==> config.mk <==
export PLATFORM = sky130hd
export DESIGN_NAME = uart_rx_filtered
export DESIGN_NICKNAME = d
export VERILOG_FILES = /design/src/rtl/uart_rx_filtered.sv
export SDC_FILE = /design/constraint.sdc
export NUM_CORES = 1
export LEC_CHECK = 0
export CORE_MARGIN = 1
export CORE_UTILIZATION = 43
export DETAILED_ROUTE_END_ITERATION = 7
export GPL_TIMING_DRIVEN = 1
export PLACE_DENSITY = 0.68
export SYNTH_ARGS = -nofsm -noshare
export SYNTH_HDL_FRONTEND = slang
export SYNTH_SLANG_ARGS = --single-unit
==> constraint.sdc <==
create_clock -name clk -period 3.7 [get_ports clk]
set_input_delay 0.37 -clock clk [delete_from_list [all_inputs] [get_ports clk]]
set_output_delay 0.37 -clock clk [all_outputs]
set_load 0.02 [all_outputs]
==> src/rtl/uart_rx_filtered.sv <==
// Oversampling UART receiver (8N1, LSB first) with 2-of-3 majority voting,
// glitch-start rejection, framing-error and break detection. Define UART_RX_PARITY_EN for 8E1.
module uart_rx_filtered #(
   parameter int CLK_PER_BIT = 16
) (
   input  logic       clk,
   input  logic       rst_n,
   input  logic       rx_serial_line,
   output logic       rx_ready,
   output logic [7:0] rx_data,
   output logic       frame_err,
   output logic       break_det
);

   localparam int HALF = CLK_PER_BIT / 2;
   localparam logic [7:0] CNT_LAST = 8'(CLK_PER_BIT - 1);
   localparam logic [7:0] CNT_HM1  = 8'(HALF - 1);
   localparam logic [7:0] CNT_H    = 8'(HALF);
   localparam logic [7:0] CNT_HP1  = 8'(HALF + 1);

   typedef enum logic [2:0] {
      IDLE       = 3'd0,
      START      = 3'd1,
      DATA       = 3'd2,
      PARITY     = 3'd3,
      STOP       = 3'd4,
      BREAK_WAIT = 3'd5
   } state_t;

   state_t     state_reg, state_next;
   logic [1:0] sync_reg;
   logic [7:0] cnt_reg, cnt_next;
   logic [2:0] idx_reg, idx_next;
   logic [7:0] shift_reg, shift_next;
   logic [1:0] samp_reg, samp_next;
   logic [7:0] data_reg, data_next;
   logic       ready_reg, ready_next;
   logic       ferr_reg, ferr_next;
   logic       brk_reg, brk_next;
   logic       s;
   logic       maj;
   logic       in_bit;

   assign s   = sync_reg[1];
   // Third vote is the live sample at the decision point (cnt == HALF+1).
   assign maj = (samp_reg[0] & samp_reg[1]) | (samp_reg[0] & s) | (samp_reg[1] & s);
   assign in_bit = (state_reg == START) || (state_reg == DATA) ||
                   (state_reg == PARITY) || (state_reg == STOP);

   always_ff @(posedge clk) begin
      if (!rst_n) begin
         state_reg <= IDLE;
         sync_reg  <= 2'b11;
         cnt_reg   <= 8'd0;
         idx_reg   <= 3'd0;
         shift_reg <= 8'd0;
         samp_reg  <= 2'b00;
         data_reg  <= 8'h00;
         ready_reg <= 1'b0;
         ferr_reg  <= 1'b0;
         brk_reg   <= 1'b0;
      end else begin
         state_reg <= state_next;
         sync_reg  <= {sync_reg[0], rx_serial_line};
         cnt_reg   <= cnt_next;
         idx_reg   <= idx_next;
         shift_reg <= shift_next;
         samp_reg  <= samp_next;
         data_reg  <= data_next;
         ready_reg <= ready_next;
         ferr_reg  <= ferr_next;
         brk_reg   <= brk_next;
      end
   end

   always_comb begin
      state_next = state_reg;
      cnt_next   = cnt_reg;
      idx_next   = idx_reg;
      shift_next = shift_reg;
      samp_next  = samp_reg;
      data_next  = data_reg;
      ready_next = 1'b0;
      ferr_next  = 1'b0;
      brk_next   = brk_reg;

      if (in_bit) begin
         cnt_next = cnt_reg + 8'd1;
         if (cnt_reg == CNT_HM1) samp_next[0] = s;
         if (cnt_reg == CNT_H)   samp_next[1] = s;
      end

      case (state_reg)
         IDLE: begin
            if (!s) begin
               state_next = START;
               cnt_next   = 8'd0;
            end
         end
         START: begin
            if (cnt_reg == CNT_HP1 && maj) begin
               state_next = IDLE;
               cnt_next   = 8'd0;
            end else if (cnt_reg == CNT_LAST) begin
               state_next = DATA;
               cnt_next   = 8'd0;
               idx_next   = 3'd0;
            end
         end
         DATA: begin
            if (cnt_reg == CNT_HP1) shift_next[idx_reg] = maj;
            if (cnt_reg == CNT_LAST) begin
               cnt_next = 8'd0;
               idx_next = idx_reg + 3'd1;
               if (idx_reg == 3'd7) begin
`ifdef UART_RX_PARITY_EN
                  state_next = PARITY;
`else
                  state_next = STOP;
`endif
               end
            end
         end
`ifdef UART_RX_PARITY_EN
         PARITY: begin
            if (cnt_reg == CNT_HP1 && ((^shift_reg) ^ maj)) begin
               ferr_next  = 1'b1;
               state_next = IDLE;
               cnt_next   = 8'd0;
            end else if (cnt_reg == CNT_LAST) begin
               state_next = STOP;
               cnt_next   = 8'd0;
            end
         end
`endif
         STOP: begin
            if (cnt_reg == CNT_HP1) begin
               cnt_next = 8'd0;
               if (maj) begin
                  data_next  = shift_reg;
                  ready_next = 1'b1;
                  state_next = IDLE;
               end else begin
                  ferr_next = 1'b1;
                  // With parity on, reaching STOP with zero data implies a zero parity bit.
                  if (shift_reg == 8'h00) begin
                     brk_next   = 1'b1;
                     state_next = BREAK_WAIT;
                  end else begin
                     state_next = IDLE;
                  end
               end
            end
         end
         BREAK_WAIT: begin
            if (!s) begin
               cnt_next = 8'd0;
            end else if (cnt_reg == CNT_LAST) begin
               brk_next   = 1'b0;
               state_next = IDLE;
               cnt_next   = 8'd0;
            end else begin
               cnt_next = cnt_reg + 8'd1;
            end
         end
         default: begin
            state_next = IDLE;
            cnt_next   = 8'd0;
            brk_next   = 1'b0;
         end
      endcase
   end

   assign rx_ready  = ready_reg;
   assign rx_data   = data_reg;
   assign frame_err = ferr_reg;
   assign break_det = brk_reg;

endmodule

==> git commit body <==
Refresh implementation metrics

- 180 cells are multi-input combinational gates.
* Startpoint type of the worst setup path: flip-flop
- Number of cells on the worst reg-to-reg path: 6
- Area of the mapped netlist: 2000 um^2
- In the hold timing report, the worst path depth is 1.
- Per the Yosys statistics, synthesis produced 236 cells.
* Power group with the highest consumption: sequential cells
* Kind of end point of the critical path: flip-flop
* TritonCTS clock tree: done
* Reported leakage power: 0.860 nW
* Number of port buffers: 13
- In the post-route analysis, the smallest setup slack over all paths is 1540 ps.
- Sequential cells: 37
- Worst Setup Slack post-DPL: 1460 ps
* Register area share after synthesis: 0.371
- Crit-path max cell delay: 600 ps
- Per the OpenROAD floorplan log, the height of the die is 70.2 um.
* CP startpoint: state_reg[1]
- Counting the inverters off the clock network in the layout gives 7.
* Synthesis-to-finish area growth: 13.5%
- The Yosys step of the flow raised 0 warnings.
- The OpenROAD report gives the critical path a required time of 3890 ps.
- For the worst-skew pair, the clock arrives at the later sink with an insertion delay of 290 ps.
- FP Util: 0.453
- Sorting the synthesis cell report by count puts at the top sky130_fd_sc_hd__dfxtp_1.
* Count of different cell masters after synthesis: 51
- Sum of routed wire segments on met1: 2.08 mm
- Most used flip-flop cell: sky130_fd_sc_hd__dfxtp_1
- On the critical path the data arrives at 2350 ps.
* CTS H-Tree Depth: 2
- Maximum number of pins on one net before global-route repair: 19
- Area share of and-or/or-and cells after synthesis: 0.176
- The total overflow left after global routing is 0.
- The flow ran to the end, and the final reports show no timing, DRC or antenna violations.
- Power density normalized to cell area: 459 nW/um^2
* Hold buffer count at cts: 0
* Setup Fix Bufs, Post-CTS: 0
* Worst hold-check slack: 418 ps
### Gate-type map

Bar = 20 um.
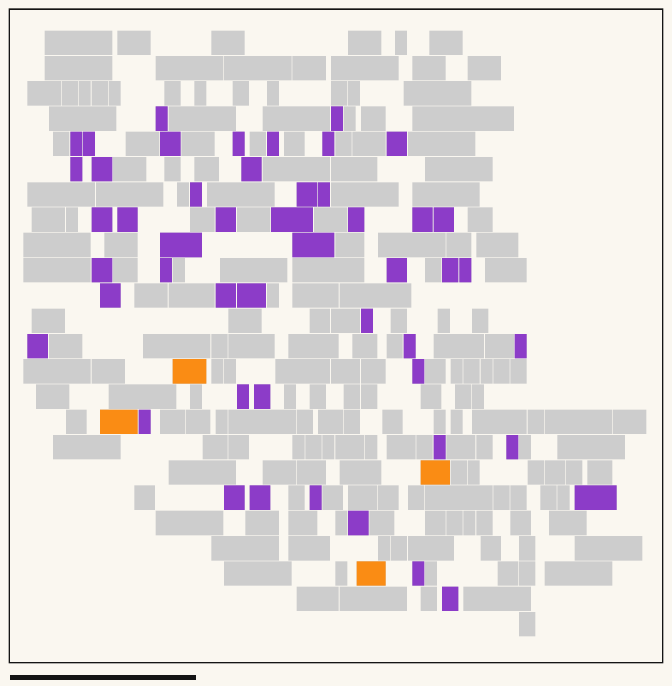
- purple: NOR gates (cells 49; most used nor2_1)
- orange: AND-OR and OR-AND gates (cells 4)

### Metal layers overlaid

Bar = 20 um.
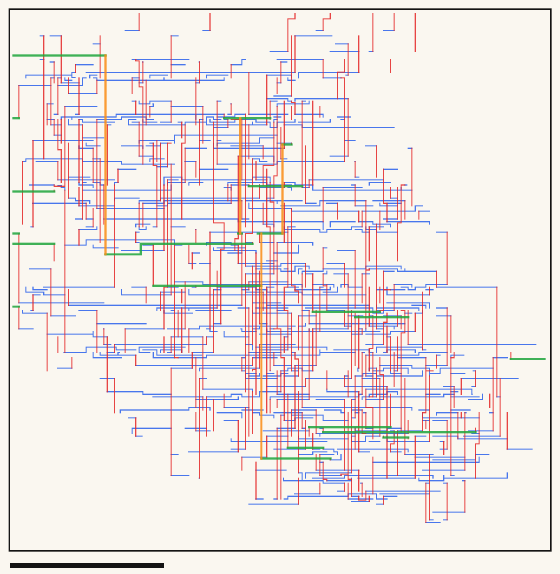
- orange: metal 4 (wire length 81.6 um)
- blue: metal 1 (wire length 2080 um)
- green: metal 3 (wire length 144 um)
- red: metal 2 (wire length 1780 um)
wire length after detailed routing: 4.09 mm
total track usage: 0.182
routed len/inst: 13.7 um
Via Count: 1657

### Routing congestion

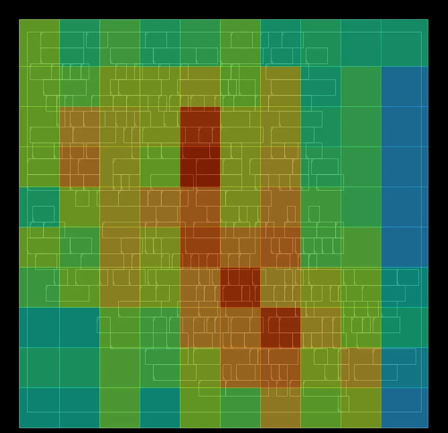
GRT met1 Usage: 0.249
met2 track utilization from global routing: 0.271
final design utilization: 0.514
global route hottest layer: met2

Power is estimated from default activity; no workload was simulated.
